Run 1, sequential cells coloured by netlist name:
Scale: 2 px per µm. Other sequential cells in the stronger grey, the rest of the logic in the fainter grey.
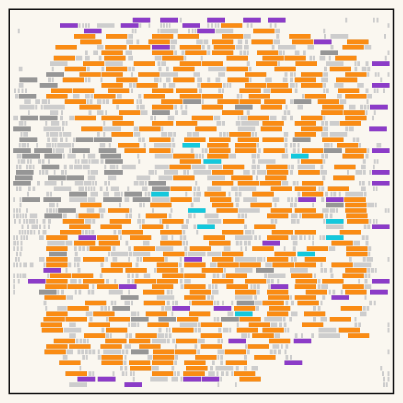
Run 1, clock wiring as the flow saved it:
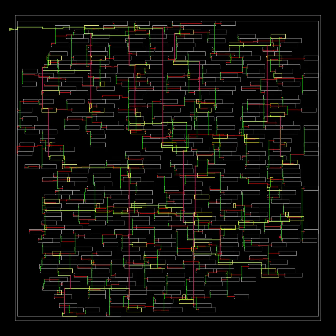
Run 1, gate families picked out:
Scale: 2 px per µm.
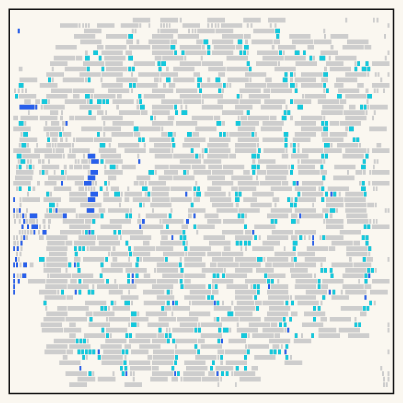
## config.mk

```make
export PLATFORM = sky130hd
export DESIGN_NAME = pru_cmd_queue
export DESIGN_NICKNAME = d
export VERILOG_FILES = /design/src/rtl/pru_cmd_queue.sv
export SDC_FILE = /design/constraint.sdc
export NUM_CORES = 1
export LEC_CHECK = 0
export ABC_AREA = 1
export ABC_CLOCK_PERIOD_IN_PS = 4200
export CORE_UTILIZATION = 50
export DETAILED_ROUTE_END_ITERATION = 10
export DONT_BUFFER_PORTS = 1
export MAX_ROUTING_LAYER = met4
export SLEW_MARGIN = 20
export SYNTH_ARGS = -nofsm -noshare
export SYNTH_HDL_FRONTEND = slang
export SYNTH_SLANG_ARGS = --single-unit
```

## constraint.sdc

```tcl
create_clock -name clk -period 4.2 [get_ports clk]
set_input_delay 0.84 -clock clk [delete_from_list [all_inputs] [get_ports clk]]
set_output_delay 0.84 -clock clk [all_outputs]
set_load 0.1 [all_outputs]
```

## src/rtl/pru_cmd_queue.sv

```systemverilog
// pru_cmd_queue: memory-mapped draw-command FIFO that feeds the pixel render unit.
// CPU stages POS/SIZE, a GO write commits a command, and the issue FSM runs the PRU start/done handshake.
`default_nettype none

module pru_cmd_queue #(
    parameter int unsigned DEPTH = 8,
    parameter logic [31:0] BASE  = 32'h4010
) (
    input  logic        clk,
    input  logic        rst,
    input  logic [31:0] bus_addr,
    input  logic [31:0] bus_wdata,
    input  logic        bus_we,
    input  logic        bus_re,
    output logic [31:0] bus_rdata,
    input  logic        pru_busy,
    input  logic        pru_done,
    output logic        pru_start,
    output logic [1:0]  pru_shape,
    output logic [1:0]  pru_color,
    output logic [9:0]  pru_row,
    output logic [8:0]  pru_col,
    output logic [9:0]  pru_width,
    output logic [8:0]  pru_hr,
    output logic        irq
);
    localparam int unsigned AW = (DEPTH > 1) ? $clog2(DEPTH) : 1;
    localparam int unsigned CW = $clog2(DEPTH) + 1;

    typedef enum logic [1:0] {
        S_IDLE    = 2'd0,
        S_ISSUE   = 2'd1,
        S_RELEASE = 2'd2
    } state_t;

    state_t         state_q, state_d;
    logic [9:0]     pos_row_q, pos_row_d;
    logic [8:0]     pos_col_q, pos_col_d;
    logic [9:0]     size_w_q, size_w_d;
    logic [8:0]     size_hr_q, size_hr_d;
    logic           ovf_q, ovf_d, err_q, err_d, irq_en_q, irq_en_d;
    logic [AW-1:0]  wr_ptr_q, wr_ptr_d, rd_ptr_q, rd_ptr_d;
    logic [CW-1:0]  count_q, count_d;
    logic [41:0]    fields_q, fields_d;
    logic [31:0]    rdata_q, rdata_d;
    logic [41:0]    mem_q [DEPTH];

    logic        hit_pos, hit_size, hit_go, hit_ctrl;
    logic        go_wr, ctrl_wr, go_bad, full, empty, pop, push, flush;
    logic [41:0] push_data;
    logic [31:0] status;

    always_comb begin
        hit_pos   = (bus_addr == BASE);
        hit_size  = (bus_addr == BASE + 32'h4);
        hit_go    = (bus_addr == BASE + 32'h8);
        hit_ctrl  = (bus_addr == BASE + 32'hC);
        go_wr     = bus_we && hit_go;
        ctrl_wr   = bus_we && hit_ctrl;
        flush     = ctrl_wr && bus_wdata[0];
        // Zero width is only meaningless for rectangles; a circle uses height_radius alone.
        go_bad    = (size_hr_q == 9'd0) || ((bus_wdata[3:2] == 2'b00) && (size_w_q == 10'd0));
        full      = (count_q == CW'(DEPTH));
        empty     = (count_q == '0);
        pop       = (state_q == S_IDLE) && !empty && !pru_busy && !pru_done;
        push      = go_wr && !go_bad && (!full || pop || flush);
        push_data = {bus_wdata[3:2], bus_wdata[1:0], pos_row_q, pos_col_q, size_w_q, size_hr_q};

        status        = '0;
        status[6:0]   = 7'(count_q);
        status[8]     = full;
        status[9]     = empty;
        status[10]    = ovf_q;
        status[11]    = err_q;
        status[12]    = (state_q != S_IDLE);
        status[13]    = irq_en_q;

        pos_row_d = pos_row_q;
        pos_col_d = pos_col_q;
        size_w_d  = size_w_q;
        size_hr_d = size_hr_q;
        if (bus_we && hit_pos) begin
            pos_row_d = bus_wdata[9:0];
            pos_col_d = bus_wdata[24:16];
        end
        if (bus_we && hit_size) begin
            size_w_d  = bus_wdata[9:0];
            size_hr_d = bus_wdata[24:16];
        end

        ovf_d    = ovf_q | (go_wr && !go_bad && full && !pop && !flush);
        err_d    = err_q | (go_wr && go_bad);
        irq_en_d = irq_en_q;
        if (ctrl_wr) begin
            if (bus_wdata[1]) ovf_d = 1'b0;
            if (bus_wdata[2]) err_d = 1'b0;
            irq_en_d = bus_wdata[3];
        end

        // A flush discards everything queued; a GO in the same cycle lands in the emptied FIFO.
        if (flush) begin
            rd_ptr_d = wr_ptr_q;
            wr_ptr_d = wr_ptr_q + AW'(push);
            count_d  = CW'(push);
        end else begin
            rd_ptr_d = rd_ptr_q + AW'(pop);
            wr_ptr_d = wr_ptr_q + AW'(push);
            count_d  = count_q + CW'(push) - CW'(pop);
        end

        fields_d = pop ? mem_q[rd_ptr_q] : fields_q;

        rdata_d = rdata_q;
        if (bus_re) rdata_d = hit_ctrl ? status : 32'd0;

        state_d = state_q;
        case (state_q)
            S_IDLE:    if (pop) state_d = S_ISSUE;
            S_ISSUE:   if (pru_done) state_d = S_RELEASE;
            S_RELEASE: if (!pru_done && !pru_busy) state_d = S_IDLE;
            default:   state_d = S_IDLE;
        endcase
    end

    always_ff @(posedge clk or posedge rst) begin
        if (rst) begin
            state_q   <= S_IDLE;
            pos_row_q <= '0;
            pos_col_q <= '0;
            size_w_q  <= '0;
            size_hr_q <= '0;
            ovf_q     <= 1'b0;
            err_q     <= 1'b0;
            irq_en_q  <= 1'b0;
            wr_ptr_q  <= '0;
            rd_ptr_q  <= '0;
            count_q   <= '0;
            fields_q  <= '0;
            rdata_q   <= '0;
        end else begin
            state_q   <= state_d;
            pos_row_q <= pos_row_d;
            pos_col_q <= pos_col_d;
            size_w_q  <= size_w_d;
            size_hr_q <= size_hr_d;
            ovf_q     <= ovf_d;
            err_q     <= err_d;
            irq_en_q  <= irq_en_d;
            wr_ptr_q  <= wr_ptr_d;
            rd_ptr_q  <= rd_ptr_d;
            count_q   <= count_d;
            fields_q  <= fields_d;
            rdata_q   <= rdata_d;
        end
    end

    // Storage needs no reset: occupancy is tracked by the pointers and count.
    always_ff @(posedge clk) begin
        if (push) mem_q[wr_ptr_q] <= push_data;
    end

    assign {pru_shape, pru_color, pru_row, pru_col, pru_width, pru_hr} = fields_q;
    assign pru_start = (state_q == S_ISSUE);
    assign irq       = empty && (state_q == S_IDLE) && irq_en_q;
    assign bus_rdata = rdata_q;

    logic unused_wdata;
    assign unused_wdata = &{1'b0, bus_wdata[31:25], bus_wdata[15:10]};

endmodule

`default_nettype wire

```

==> GITHUB_STEP_SUMMARY, run 1 <==
### Metrics collected by this job

| Metric | Value |
|---|---|
| Top reg by flops | mem_q |
| Non-clk bufs | 25 |
| Crit-path cells | inv_1 > ha_1 > nand3_1 > nand3_2 > inv_2 > buf_4 > ha_1 > inv_1 > ha_1 > fa_1 > xor2_1 > nand2_1 > inv_1 |
| Top-area cell share | 0.5628 |
| Resize count post-CTS | 0 |
| Via density | 5.501 |
| Core area | 34880 µm² |
| Worst R2R End | count_q[2] |
| Finished Layout Cells | 1881 |
| Flops | 441 |
| Die width | about 190 µm |
| Critical Path Slowest Stage Cell | buf_4 |
| Met2 GRT Util | 0.3566 |
| Yosys chip area | roughly 18000 µm² |
| Layout non-clock buf frac | 0.01823 |
| Log Warnings | 42 |
| Crit path launch | count_q[2] |
| Run status | finished, final reports clean |
| Comb gates | 730 |
| Setup crit end | count_q[2] |
| Ports | roughly 150 |
| Yosys cell count | 1391 |
| Total Nets Final | 1470 |
| I/O Buffers | 0 |
| Adder Share, Synth | 0.008095 |
| Crit. End Element | flip-flop |
| Global route overflow | 0 |
| Placed Instances | 1797 |
| First-pass DRT Iterations | 5 |
| Total Wirelength | approximately 39000 µm |
| Crit path required time | about 4.6 ns |
| TritonCTS clock tree | yes |
| XOR Share, Synth | 0.001466 |
| CTS buffer count | 45 |
| Placement Setup Slack | 0.9398 ns |
| GR Layer Usage met3 | 0.04186 |
| Met1 WL | 17530 µm |
| Post-Synthesis Cell Area | 17930 µm² |
| Metal3 WL | roughly 2200 µm |
| Max Used Layer | met4 |
Back to the opening pictures, 'sequential cells coloured by netlist name':
legend:
  `mem_q`:
    colour: orange
    placed_flops: 336
    where: widely spread
  `size_w_q`:
    colour: cyan
    placed_flops: 10
  `fields_q`:
    colour: purple
    placed_flops: 42
    where: widely spread
not coloured: 53

Back to the opening pictures, 'clock wiring as the flow saved it':
power in the clock group: 0.00398 W
clock skew: 0.01336 ns
# clk buffers: 64

Back to the opening pictures, 'gate families picked out':
legend:
  inverting AOI/OAI gates:
    colour: cyan
    cells: 354
    where: widely spread
  NOR gates:
    colour: blue
    cells: 72

==> run 1: worst max-delay path, delay by kind of cell (launching register included) <==
family	cells	cell delay, ns
flops	1	0.35
buf+inv	5	0.84
xor+xnor	1	0.17
fa+ha+maj	4	1.04
simple gates	3	0.39
==> run 1: synth_stat cells, drive strengths merged <==
cell and count:
nand4 2, clkbuf 30, ha 10, fa 1
nand2 141, nor3 3, buf 65, o21ai 220
dfrtp 105, conb 1, nand3b 1, nor4 1
a21oi 88, clkinv 1, nor2 68, nand3 40
edfxtp 336, inv 145, mux2i 84, o211ai 40
o31ai 6, xor2 3
==> run 1: where the power goes <==
group	internal (W)	switching, W	leakage (nW)
Combinational	0.000805	0.00161	2.05
Clock	0.00237	0.00162	0.720
Sequential	0.00486	0.00181	5.19
==> run 1 -> run 2 <==
Settings changed: ABC_CLOCK_PERIOD_IN_PS 4200 to 2650, PLACE_DENSITY set to 0.68.
Clock period 4.2 ns to 2.65 ns, I/O delays scaled along.
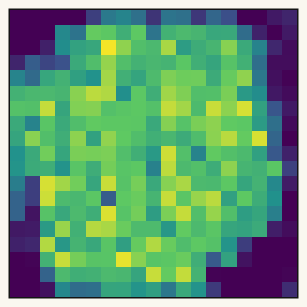
Run 2: local utilization
Scale: 1.5 px per µm. The die is cut into 19 by 19 equal tiles; dark purple is low, yellow is high, 0 to 100% covered.
mean over tiles: 54%
emptiest ninth of the die: bottom right
nearly empty tiles: 11%
fullest tile: 99%
tiles over 75% full: 23%

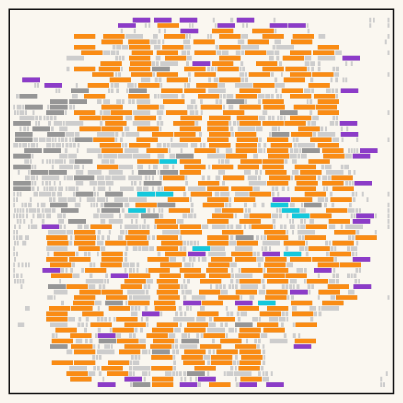
Run 2: sequential cells coloured by netlist name
Scale: 2 px per µm. Other sequential cells in the stronger grey, the rest of the logic in the fainter grey.
sequential cell power: 0.0101 W
sequential cell area share: 0.6299

==> GITHUB_STEP_SUMMARY, run 2 <==
### Metrics collected by this job

| Metric | Value |
|---|---|
| Crit path required time | 2.12 ns (-2.51 ns) |
| Largest power group | registers |
| Top reg by flops | mem_q |
| Total Nets Final | 1506 (+2.4%) |
| Logic pwr share | 0.224 (+0.039) |
| Run status | finished, final reports clean |
| Top-count cell post-synth | edfxtp_1 |
| Max Used Layer | met4 |
| Metal3 WL | 2495 µm (+13%) |
| Placement Setup Slack | -0.001606 ns (-0.9414 ns) |
| Critical Path Stages | 6 (-7) |
| GR Layer Usage met3 | 0.03617 (-0.005691) |
| Non-clk bufs | 62 (+150%) |
| Log Warnings | 41 (-2.4%) |
| Setup crit end | irq |
| Crit. End Element | output port |
| CP top delay family | buffers and inverters |
| # clk buffers | 63 (-1.6%) |
| Met1 WL | 16970 µm (-3.2%) |
| TritonCTS clock tree | yes |
| Crit-path cells | inv_1 > ha_1 > nand3_1 > buf_4 > nor4_4 > buf_4 |
-- run 2: logic make-up (layout without fill, tap and decap cells) --
| group | after synthesis | in the layout | share of synthesized area |
|---|---|---|---|
| other | 1 | 24 | 0.0002092 |
| adders and majority gates | 11 | 11 | 0.008096 |
| and+or+nand+nor | 256 | 256 | 0.06030 |
| buffers and inverters | 241 | 288 | 0.06427 |
| muxes | 84 | 84 | 0.04690 |
| xor gates and xnor gates | 3 | 3 | 0.001466 |
| AOI/OAI and AO/OA | 354 | 354 | 0.1094 |
| DFF | 441 | 441 | 0.7093 |
-- run 2: timing repair --
item	in CTS	in global routing
setup buffers	0	0
resized	0	0
hold buffers	1	0
hold endpoints to repair	14	0
==> run 2 -> run 3 <==
Settings changed: CELL_PAD_IN_SITES_DETAIL_PLACEMENT set to 1, CELL_PAD_IN_SITES_GLOBAL_PLACEMENT set to 1, CORE_MARGIN set to 2, CORE_UTILIZATION 50 to 47, PLACE_DENSITY 0.68 to not set, PLACE_DENSITY_LB_ADDON set to 0.1, REMOVE_ABC_BUFFERS set to 1.
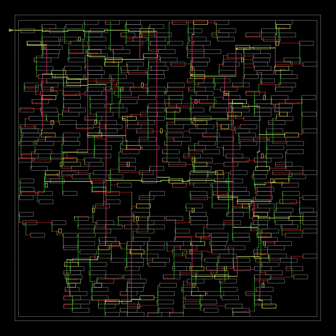
Run 3: clock wiring as the flow saved it
# clk buffers: 75
clock skew: 0.01251 ns
clock sinks: 441

==> GITHUB_STEP_SUMMARY, run 3 <==
### Metrics collected by this job

| Metric | Value |
|---|---|
| Critical Path Source Type | flip-flop |
| Yosys chip area | approximately 18000 µm² |
| Max IR drop VDD | just under 0.6 mV |
| Mux share | 0.04690 (unchanged) |
| Final Critical Period | roughly 2.5 ns |
| TritonCTS clock tree | yes |
| Max Used Layer | met4 |
| AND-OR/OR-AND share of the synthesized area | 0.1094 (unchanged) |
| Crit. End Element | output port |
| Total Nets Final | 1524 (+1.2%) |
| Simple-Gate Area Share | 0.06030 (unchanged) |
| Cell count after synthesis | 1391 |
| Routed len/inst | 22.06 µm |
| Synth top area cells | edfxtp_1 (56%), dfrtp_1 (15%), o21ai_0 (4.9%) |
| NetSw | 0.008176 W |
| Cycle use final | 0.9537 |
| Placed Instances | roughly 1900 |
| Metal3 WL | 1778 µm (-29%) |
| Post-cts hold buffer count | 1 (unchanged) |
| Dominant comb cell | AND-OR/OR-AND gates |
| Async set or reset register ratio after synthesis | 0.2381 |
| Largest power group | registers |
| CTS buffer count | 46 |
| Kind of critical path | flip-flop to output port |
| Logic pwr share | 0.222 (-0.002) |
| Reg-to-Reg Start | size_hr_q[2] |
| Resize count post-CTS | 1 (+1) |
| GR Layer Usage met3 | 0.03561 (-0.0005549) |
| Adder Share, Synth | 0.008095 (unchanged) |
| Initial antenna violation count | 0 |
| Postcts setup bufs | 0 (unchanged) |
| Placement Setup Slack | -0.01077 ns (-0.009163 ns) |
| Top reg by flops | mem_q |
| Largest register FFs | between 300 and 400 |
| Final cell area excluding filler cells | 20470 µm² |
| Crit path required time | 2.12 ns (about the same) |
| Top-count cell post-synth | edfxtp_1 |
| Run status | finished, final reports clean |
| Met1 WL | 19470 µm (+15%) |
| Synth-to-layout area growth | 14.20% |
| Sequential cell power | 0.0101 W (about the same) |
| XOR Share, Synth | 0.001466 (unchanged) |
| Sequential group share of total power | 0.483 |
| TNS Setup | 0 ns |
| Log Warnings | 39 (-4.9%) |
| # diodes | 0 |
| Yosys warning total | 0 |
| Setup crit end | irq |
| FP Util | 0.4771 |
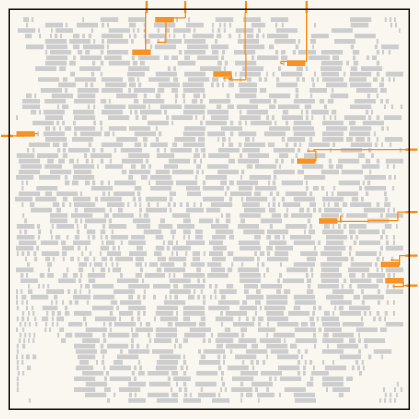
Run 3: nets reached from selected ports
Scale: 2 px per µm.
legend:
  `pru_hr`:
    colour: orange
    bits: 9
    direction: output
    end_cells: 9
    buffers: 1
    wire: 281 µm

## run 3: cell counts after synthesis
No cell type changed its count.
## run 3: layout make-up
cell class / count / area (µm²)
Clock inverter: 11 / 93.84
Inverter: 146 / 553.0
Tap cell: 511 / 639.4
Fill cell: 3751 / 17100
Multi-Input combinational cell: 730 / 4228
Sequential cell: 441 / 12720
Timing Repair Buffer: 78 / 893.4
Clock buffer: 75 / 1341
## run 3: cell families after synthesis
group / after synthesis
and+or+nand+nor: 256
AOI/OAI and AO/OA: 354
DFF: 441
buffers and inverters: 241
muxes: 84
other: 1
adders and majority gates: 11
xor gates and xnor gates: 3
## run 3: critical path: stages (launching register included)
cell and delay [ns]:
dfrtp_1 0.39, inv_1 0.12, ha_1 0.20, nand3_2 0.11, buf_4 0.17, nor4_4 0.18
clkbuf_16 0.26
Power and IR drop assume default switching activity.
